==> config.mk <==
export PLATFORM = sky130hd
export DESIGN_NAME = maze_explorer
export DESIGN_NICKNAME = d
export VERILOG_FILES = /design/src/rtl/maze_pkg.sv /design/src/rtl/maze_dir_stack.sv /design/src/rtl/maze_explorer.sv
export SDC_FILE = /design/constraint.sdc
export NUM_CORES = 1
export LEC_CHECK = 0
export CORE_ASPECT_RATIO = 0.9
export CORE_MARGIN = 2
export CORE_UTILIZATION = 34
export CTS_BUF_LIST = sky130_fd_sc_hd__clkbuf_16
export CTS_CLUSTER_DIAMETER = 50
export DETAILED_ROUTE_END_ITERATION = 8
export GPL_ROUTABILITY_DRIVEN = 0
export PLACE_DENSITY = 0.53
export RECOVER_POWER = 50
export SLEW_MARGIN = 0
export SYNTH_ARGS = -nofsm -noshare
export SYNTH_HDL_FRONTEND = slang
export SYNTH_SLANG_ARGS = --single-unit
export TNS_END_PERCENT = 100
==> constraint.sdc <==
create_clock -name clk -period 13.8 [get_ports clk]
set_input_delay 2.76 -clock clk [delete_from_list [all_inputs] [get_ports clk]]
set_output_delay 2.76 -clock clk [all_outputs]
set_load 0.01 [all_outputs]
Selected gate families:
Bar = 100 um.
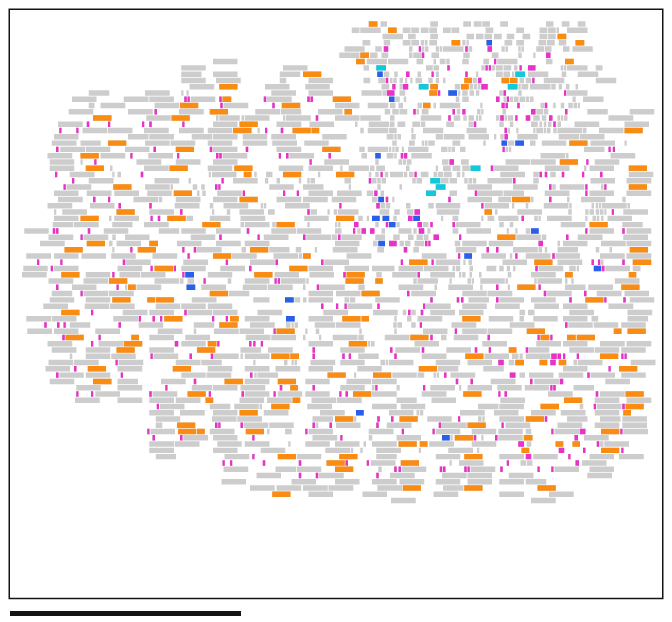
- cyan: fa/ha/maj cells (cells 8)
- magenta: nor cells (cells 349)
- blue: non-inverting ao/oa cells (cells 22)
- orange: mux cells (cells 166)
Post-Layout Cell Count: 2609
multi-input combinational area share: 26.42%
Commonest Layout Cell: edfxtp_1

The metal 3 layer:
Bar = 100 um.
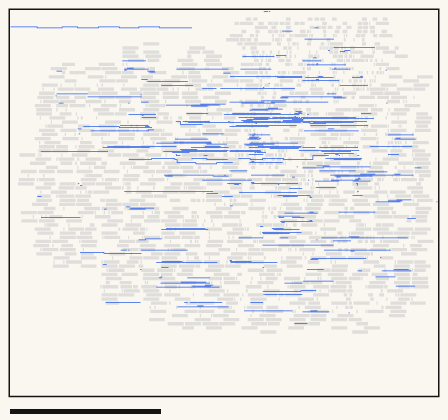
- longest straight run: 74.5 um
- nets with wire on the layer: 134
- wire length on this layer: 4550 um
- share of all routed wire: 7.0%
Total Wirelength: 64610 um
met3 Use GR: 3.021%
Vias: 14280

Track usage over the die:
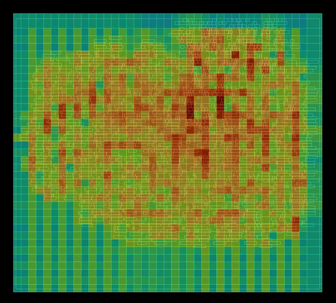
met2 Resource Use GR: 26.23%
Util after Layout: 39.35%
GR peak layer: met1
GR Util met1: 27.57%

==> results.ini <==
[synthesis]
async_reset_ff_share_pct = 5.709
synth_top_area_share_pct = 64.63
syn_area_mm2 = 0.02379
synth_seq_share_pct = 67.89
ys.flops = 543
topCellsByArea = edfxtp_1 65%, mux4_2 11%, nor2_1 4.8%
avgSynthCellArea_um2 = 14.75
synthCells = 1613

[timing]
tightest_slew_ps = 4587
drv_slew = 615
skew_ps = 21.37
slew_headroom_pct = -205.8
holdWs_ps = 525.8
rsz0062_at_grt = false
hold_violations = 0
tns_ps = 0

[clock_tree]
clock_sinks = 543
cts_setup_buffers = 0
cts-resized-gates = 0
worstSkewPairLatency_ps = 620
cts-htree-levels = 2

[place]
dp.cells = 2502

[critical_path]
r2r_slack_ps = 6170
cpLargestDelayFamily = buffers and inverters
cp_num_buf_inv = 3
required_ps = 11040
max_stage_delay_ps = 2250
ff2ff_path_depth = 12
cp_cell_sequence = clkbuf_1 > mux2i_1 > nor2_1 > xor2_1 > inv_1 > o21ai_0 > clkdlybuf4s50_1
startpoint_type = flop

[power]
p_leak_nw = 8.456
power_leader = combinational cells
clkPwrFrac_pct = 23.7
swShare_pct = 39.57
clock_power_w = 0.00156
powerComb_w = 0.00283
powerDensity_mw_per_mm2 = 242.8
combPwrFrac_pct = 43.0

[worst_hold_path]
hold_depth = 1

[drt]
dr.pass1.iters = 5
avgRoutedWirePerCell_um = 24.77
drt_iter0_drc = 1649
drc = 0
met1_length_um = 30520
routed_via_density = 5.473

[layout]
final_nets = 1659
area_growth_pct = 13.93
lay_top_cells = 512 x edfxtp_1, 303 x nor2_1, 134 x nand2_1, 117 x mux4_2, 58 x clkbuf_16
final-comb-area_mm2 = 0.007162
buf_share_pct = 2.461
layout-drive-gt1-share_pct = 15.96
largest_class = sequential cells
num_antenna_cells = 0
clkbuf_count = 58

[floorplanning]
core_area_mm2 = 0.06888
die_w_um = 282.8

[outcome]
violations = max-capacitance violations, max-slew violations
status = finished, violations left

[flow_run]
cap_violations = 9

[global_route]
grt_use_total_pct = 17.92

